**Selected gate families**

Bar = 50 microns.
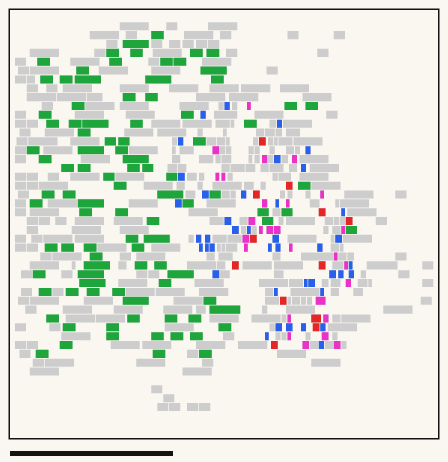
**Signal metal coverage by tile**

26 x 26 tiles, from black (low) to pale yellow (high), scaled to the fullest tile. Values are wire area over tile area, all layers added.
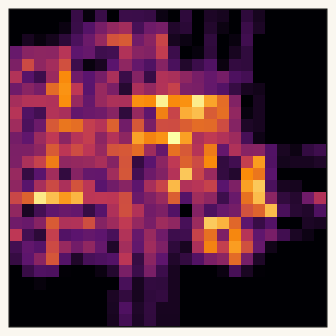
**A small window of the routed layout**

Bar = 10 microns. Window x 53 to 78, y 27 to 52 microns. Cells in gray, sequential cells in the stronger gray; small squares are vias.
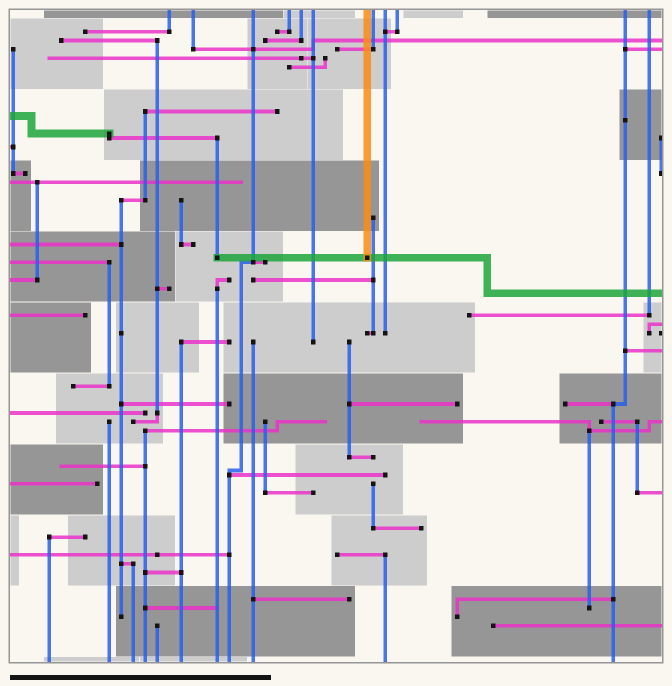
**Cell outlines without signal wires**

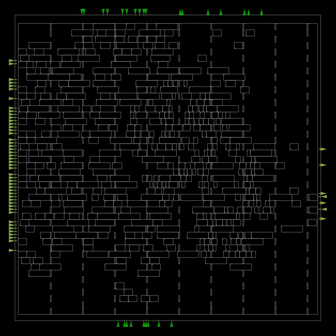
[src/rtl/uart_frame_tx_if.sv]
// Transmit-side handshake between the frame sender (master) and the UART core (slave).
// T_Data must be stable for as long as T_nCS is low.
interface uart_frame_tx_if;
    logic       T_nCS;
    logic [7:0] T_Data;
    logic       T_Busy;

    modport master (output T_nCS, output T_Data, input T_Busy);
    modport slave  (input T_nCS, input T_Data, output T_Busy);
endinterface

[src/rtl/uart_frame_tx.sv]
// Telemetry frame sender: snapshots four status words and streams a 12-byte frame
// (header, length, payload, checksum) into the UART core, one T_nCS strobe per byte.
module uart_frame_tx #(
    parameter logic [7:0]  HDR0       = 8'hA5,
    parameter logic [7:0]  HDR1       = 8'h5A,
    parameter int unsigned CS_LOW_CYC = 4,
    parameter int unsigned BUSY_TO    = 255
) (
    input  logic                   CLK_Uart16x,
    input  logic                   nRST,
    input  logic                   Start,
    input  logic [15:0]            Word0,
    input  logic [15:0]            Word1,
    input  logic [15:0]            Word2,
    input  logic [15:0]            Word3,
    output logic                   Frame_Busy,
    output logic                   Frame_Done,
    output logic                   Frame_Err,
    uart_frame_tx_if.master        tx
);

    localparam logic [7:0] LEN_BYTE = 8'h08;
    localparam logic [3:0] LAST_IDX = 4'd11;
    localparam logic [7:0] CS_LAST  = 8'(CS_LOW_CYC - 1);
    localparam logic [7:0] TO_LAST  = 8'(BUSY_TO - 1);

    typedef enum logic [2:0] {
        ST_IDLE,
        ST_LOAD,
        ST_CS_LOW,
        ST_WAIT_BH,
        ST_WAIT_BL,
        ST_NEXT,
        ST_ABORT
    } state_t;

    state_t      state_q;
    logic [3:0]  idx_q;
    logic [7:0]  csum_q;
    logic [7:0]  cnt_q;
    logic [63:0] snap_q;
    logic        ncs_q;
    logic [7:0]  data_q;
    logic        busy_q;
    logic        done_q;
    logic        err_q;

    logic [3:0]  pay_idx;
    logic [5:0]  byte_off;
    logic [7:0]  byte_d;

    // Byte at the current frame index; payload is high byte of Word0 first.
    always_comb begin
        pay_idx  = idx_q - 4'd3;
        byte_off = {3'd7 - pay_idx[2:0], 3'b000};
        byte_d   = csum_q;
        case (idx_q)
            4'd0:    byte_d = HDR0;
            4'd1:    byte_d = HDR1;
            4'd2:    byte_d = LEN_BYTE;
            4'd11:   byte_d = csum_q;
            default: byte_d = snap_q[byte_off +: 8];
        endcase
    end

    // NOTE: every register here is assigned with <= so all of them update from
    // the same pre-edge values; the snapshot is reset too so T_Data is never X.
    always_ff @(posedge CLK_Uart16x or negedge nRST) begin
        if (!nRST) begin
            state_q <= ST_IDLE;
            idx_q   <= '0;
            csum_q  <= '0;
            cnt_q   <= '0;
            snap_q  <= '0;
            ncs_q   <= 1'b1;
            data_q  <= '0;
            busy_q  <= 1'b0;
            done_q  <= 1'b0;
            err_q   <= 1'b0;
        end else begin
            done_q <= 1'b0;
            err_q  <= 1'b0;
            case (state_q)
                ST_IDLE: begin
                    ncs_q <= 1'b1;
                    // A Start landing in the Frame_Done cycle is deliberately dropped.
                    if (Start && !done_q) begin
                        snap_q  <= {Word0, Word1, Word2, Word3};
                        idx_q   <= '0;
                        csum_q  <= '0;
                        busy_q  <= 1'b1;
                        state_q <= ST_LOAD;
                    end
                end
                ST_LOAD: begin
                    data_q <= byte_d;
                    if (!tx.T_Busy) begin
                        ncs_q   <= 1'b0;
                        cnt_q   <= '0;
                        state_q <= ST_CS_LOW;
                    end
                end
                ST_CS_LOW: begin
                    if (cnt_q == CS_LAST) begin
                        ncs_q   <= 1'b1;
                        cnt_q   <= '0;
                        state_q <= ST_WAIT_BH;
                    end else begin
                        cnt_q <= cnt_q + 8'd1;
                    end
                end
                ST_WAIT_BH: begin
                    if (tx.T_Busy) begin
                        state_q <= ST_WAIT_BL;
                    end else if (cnt_q == TO_LAST) begin
                        err_q   <= 1'b1;
                        state_q <= ST_ABORT;
                    end else begin
                        cnt_q <= cnt_q + 8'd1;
                    end
                end
                ST_WAIT_BL: begin
                    if (!tx.T_Busy) begin
                        state_q <= ST_NEXT;
                    end
                end
                ST_NEXT: begin
                    if (idx_q >= 4'd2 && idx_q <= 4'd10) begin
                        csum_q <= csum_q + byte_d;
                    end
                    if (idx_q == LAST_IDX) begin
                        done_q  <= 1'b1;
                        busy_q  <= 1'b0;
                        state_q <= ST_IDLE;
                    end else begin
                        idx_q   <= idx_q + 4'd1;
                        state_q <= ST_LOAD;
                    end
                end
                ST_ABORT: begin
                    ncs_q   <= 1'b1;
                    busy_q  <= 1'b0;
                    state_q <= ST_IDLE;
                end
                default: begin
                    ncs_q   <= 1'b1;
                    busy_q  <= 1'b0;
                    state_q <= ST_IDLE;
                end
            endcase
        end
    end

    assign tx.T_nCS   = ncs_q;
    assign tx.T_Data  = data_q;
    assign Frame_Busy = busy_q;
    assign Frame_Done = done_q;
    assign Frame_Err  = err_q;

endmodule

[src/flat_wrapper.sv]
// flat-port wrapper written by rule: the top's interface ports become plain ports
module uart_frame_tx_flat 
#(
    parameter logic [7:0]  HDR0       = 8'hA5,
    parameter logic [7:0]  HDR1       = 8'h5A,
    parameter int unsigned CS_LOW_CYC = 4,
    parameter int unsigned BUSY_TO    = 255
)
  (CLK_Uart16x, nRST, Start, Word0, Word1, Word2, Word3, Frame_Busy, Frame_Done, Frame_Err, tx_T_nCS, tx_T_Data, tx_T_Busy);
  uart_frame_tx_if tx_i ();
  input  logic CLK_Uart16x;
  input  logic nRST;
  input  logic Start;
  input  logic [15:0] Word0;
  input  logic [15:0] Word1;
  input  logic [15:0] Word2;
  input  logic [15:0] Word3;
  output logic Frame_Busy;
  output logic Frame_Done;
  output logic Frame_Err;
  output wire logic [$bits(tx_i.T_nCS)-1:0] tx_T_nCS;
  output wire logic [$bits(tx_i.T_Data)-1:0] tx_T_Data;
  input wire logic [$bits(tx_i.T_Busy)-1:0] tx_T_Busy;
  assign tx_T_nCS = tx_i.T_nCS;
  assign tx_T_Data = tx_i.T_Data;
  assign tx_i.T_Busy = tx_T_Busy;
  uart_frame_tx #(.HDR0(HDR0), .HDR1(HDR1), .CS_LOW_CYC(CS_LOW_CYC), .BUSY_TO(BUSY_TO)) u_core (.CLK_Uart16x(CLK_Uart16x), .nRST(nRST), .Start(Start), .Word0(Word0), .Word1(Word1), .Word2(Word2), .Word3(Word3), .Frame_Busy(Frame_Busy), .Frame_Done(Frame_Done), .Frame_Err(Frame_Err), .tx(tx_i));
endmodule
[config.mk]
export PLATFORM = sky130hd
export DESIGN_NAME = uart_frame_tx_flat
export DESIGN_NICKNAME = d
export VERILOG_FILES = /design/src/rtl/uart_frame_tx_if.sv /design/src/rtl/uart_frame_tx.sv /design/src/flat_wrapper.sv
export SDC_FILE = /design/constraint.sdc
export NUM_CORES = 1
export LEC_CHECK = 0
export CAP_MARGIN = 40
export CORE_UTILIZATION = 30
export CTS_CLUSTER_SIZE = 16
export DETAILED_ROUTE_END_ITERATION = 8
export PLACE_DENSITY_LB_ADDON = 0.3
export SLEW_MARGIN = 5
export SYNTH_ARGS = -nofsm -noshare
export SYNTH_HDL_FRONTEND = slang
export SYNTH_SLANG_ARGS = --single-unit
[constraint.sdc]
create_clock -name CLK_Uart16x -period 10.7 [get_ports CLK_Uart16x]
set_input_delay 1.07 -clock CLK_Uart16x [delete_from_list [all_inputs] [get_ports CLK_Uart16x]]
set_output_delay 1.07 -clock CLK_Uart16x [all_outputs]
set_load 0.005 [all_outputs]
==> qor.csv <==
metric;value;unit
antenna cells;0;
Yosys Instances;410;
CTS-repair resized insts;0;
worst reg2reg path depth;15;
multi-input gates;274;
Final Util;39.21;%
Ports;80;
syn avg cell area;12.27;sq um
M1 wire length;5.141;mm
CP startpoint kind;flip-flop;
worst hold-check path type;flip-flop to flip-flop;
Non-clk bufs;83;
Storage cell area;2479;sq um
Tool Warnings;30;
post-CTS setup buffers;0;
syn nets;492;
Die Wd;131.5;microns
critical path class;flip-flop to flip-flop;
setup ws final;6816;ps
Post-DRT Antenna Nets;0;
clk buf depth;2;
dominant kind of combinational cell;multiplexers;
share of cells above drive strength 1;22.06;%
Die H;131.5;microns
Worst Tran Pin Value;822.3;ps
Compound Share, Synth;9.701;%
xor/xnor share;0.8706;%
most instantiated logic cells after routing;98 x dfrtp_1, 78 x clkdlybuf4s50_1, 70 x mux2_2;
Worst path max stage delay;840;ps
worst flop-to-flop path endpoint;u_core.csum_q[6]$_DFFE_PN0P_;
MUX share of area;25.10;%
dominant register cell;dfrtp_1;
Clock Latency Late Sink;350;ps
slew margin rel.;45.18;%
Unique masters post-synth;47;
placed cell count;685;
clock-pin slew on the worst setup and hold paths;70;ps
crit share post-route;36.30;%
Crit. End Element;flip-flop;
area grow syn2layout;25.62;%
Leak Pwr;2.533;nW
die area;17290;sq um
Placed Area;6031;sq um
Seq/total area;39.23;%
pwr dens;264.3;nW/um^2
Max Cap Violations;0;
H-tree depth;3;
Final nets;562;
outcome;finished, final reports clean;
Largest cell class;registers;
Fin Setup TNS;0;ps
CP cell instances;inv_1, ha_1, mux4_2, nand2b_1, o211ai_1, o221ai_1, ha_1, inv_1, fa_1, nor2b_1, o21ai_0, a21oi_1, o21a_1, o21a_1, o31ai_1;
critical path capture point;u_core.csum_q[6]$_DFFE_PN0P_;
first-pass GRT wire length;18.86;mm
max-slew violations;0;
worst slack, placed;6813;ps
fraction of the mapped netlist area in adder cells;3.632;%
clock skew;8.383;ps
DR pass1 iterations;4;
TritonCTS clock tree;done;
Post-synth seq share;49.28;%
Seq cells;99;
Comb gate area;2395;sq um
peak fanout along the critical path;17;
worst hold margin;491.3;ps
initial antenna violation count;0;
Signal buf overhead;13.27;%
DRC;0;
CTS root buf;clkbuf_16;
About 'selected gate families':
legend:
  blue:
    family: NAND gates
    cells: 41
    most_used: nand3_1
  magenta:
    family: NOR gates
    cells: 27
    most_used: nor2_1
  green:
    family: multiplexers
    cells: 97
    most_used: mux2_2
  red:
    family: AND and OR gates
    cells: 12
    most_used: and3_1
logic share of the area: 37.90%
most frequent logic cell in the layout: dfrtp_1
Layout Cells excl Fill: 701

About 'signal metal coverage by tile':
fullest tile: 0.42
mean over tiles: 0.10
nearly empty tiles: 29%
Via Count: 3,458
final wirelength: 11.43 mm
Avg WL per Cell: 16.31 microns

About 'a small window of the routed layout':
legend:
  green:
    layer: met3
  magenta:
    layer: met1
  orange:
    layer: met4
  blue:
    layer: met2
sequential cells in the window: 5
netlist names of flops here include: u_core.snap_q (4), u_core.cnt_q (1)
most frequent: dfrtp_1 (5), mux2_2 (4)
cells with their middle in the window: 15

About 'cell outlines without signal wires':
row count: 46
CORE AREA: 16,120 sq um

-- logic make-up after synthesis --
group                      Yosys count
adders and majority gates           14
DFF                                 99
AOI/OAI and AO/OA                   78
muxes                               97
xor gates and xnor gates             5
and+or+nand+nor                     80
buffers and inverters               37
-- layer usage --
metal  track usage (%)  vias up
li1                  -     1649
met5                 0        -
met2             22.28       79
met4             4.005        0
met1             17.94     1722
met3             4.205        8
-- state kept, by name, indices dropped and copies added (netlist names) --
| signal | flops |
|---|---|
| u_core.snap_q | 64 |
| u_core.cnt_q | 8 |
| u_core.csum_q | 8 |
| u_core.tx.T_Data | 8 |
| u_core.idx_q | 4 |
| u_core.state_q | 3 |
| u_core.Frame_Busy | 1 |
| u_core.Frame_Done | 1 |
| u_core.Frame_Err | 1 |
| u_core.tx.T_nCS | 1 |
-- critical path: cells and delay by family, from the launching register on --
family	cells	cell delay (ps)
muxes	1	420
DFF	1	430
and+or+nand+nor	2	210
AOI/OAI and AO/OA	7	1220
buffers and inverters	2	190
adders and majority gates	3	1320
-- synthesized netlist by cell type, drive strengths merged, types with 2 or more instances --
| cell type | instances | area share (%) |
|---|---|---|
| and2 | 3 | 0.37 |
| o221ai | 3 | 0.52 |
| o31ai | 9 | 1.3 |
| or2 | 2 | 0.25 |
| nand2 | 11 | 0.82 |
| nor3 | 5 | 0.50 |
| o22a | 2 | 0.35 |
| mux2 | 70 | 16 |
| clkbuf | 10 | 0.77 |
| o211ai | 4 | 0.60 |
| o21a | 2 | 0.30 |
| buf | 14 | 1.4 |
| a21oi | 16 | 1.6 |
| nor2b | 8 | 1.0 |
| dfrtp | 98 | 49 |
| xor2 | 4 | 0.70 |
| o22ai | 3 | 0.37 |
| mux4 | 16 | 7.2 |
| inv | 13 | 0.97 |
| a211oi | 3 | 0.45 |
| nand3 | 17 | 1.7 |
| o21ai | 26 | 2.6 |
| o21bai | 2 | 0.30 |
| nand4 | 3 | 0.37 |
| nand2b | 10 | 1.2 |
| mux2i | 11 | 2.2 |
| and3 | 5 | 0.62 |
| ha | 13 | 3.2 |
| nor2 | 13 | 0.97 |
| a31oi | 2 | 0.25 |
-- report_power, final --
| part | internal, mW | total [mW] | switching (mW) |
|---|---|---|---|
| combinational | 0.392 | 0.717 | 0.325 |
| clock | 0.168 | 0.320 | 0.152 |
| sequential | 0.532 | 0.633 | 0.100 |
| total | 1.09 | 1.67 | 0.577 |
-- worst min path at each step --
stage | slack, ps | end | start | cells past startpoint
6_report | 490 | u_core.csum_q[7]$_DFFE_PN0P_ | u_core.csum_q[7]$_DFFE_PN0P_ | 1
5_1_grt | 520 | u_core.snap_q[7]$_DFFE_PN0P_ | u_core.snap_q[7]$_DFFE_PN0P_ | 1
4_1_cts | 500 | u_core.csum_q[7]$_DFFE_PN0P_ | u_core.csum_q[7]$_DFFE_PN0P_ | 1
3_5_place_dp | 480 | u_core.csum_q[7]$_DFFE_PN0P_ | u_core.csum_q[7]$_DFFE_PN0P_ | 1
3_3_place_gp | 470 | u_core.csum_q[7]$_DFFE_PN0P_ | u_core.csum_q[7]$_DFFE_PN0P_ | 1
2_1_floorplan | 450 | u_core.csum_q[7]$_DFFE_PN0P_ | u_core.csum_q[7]$_DFFE_PN0P_ | 1
No activity file was given, so power comes from the tool's default toggle rates.
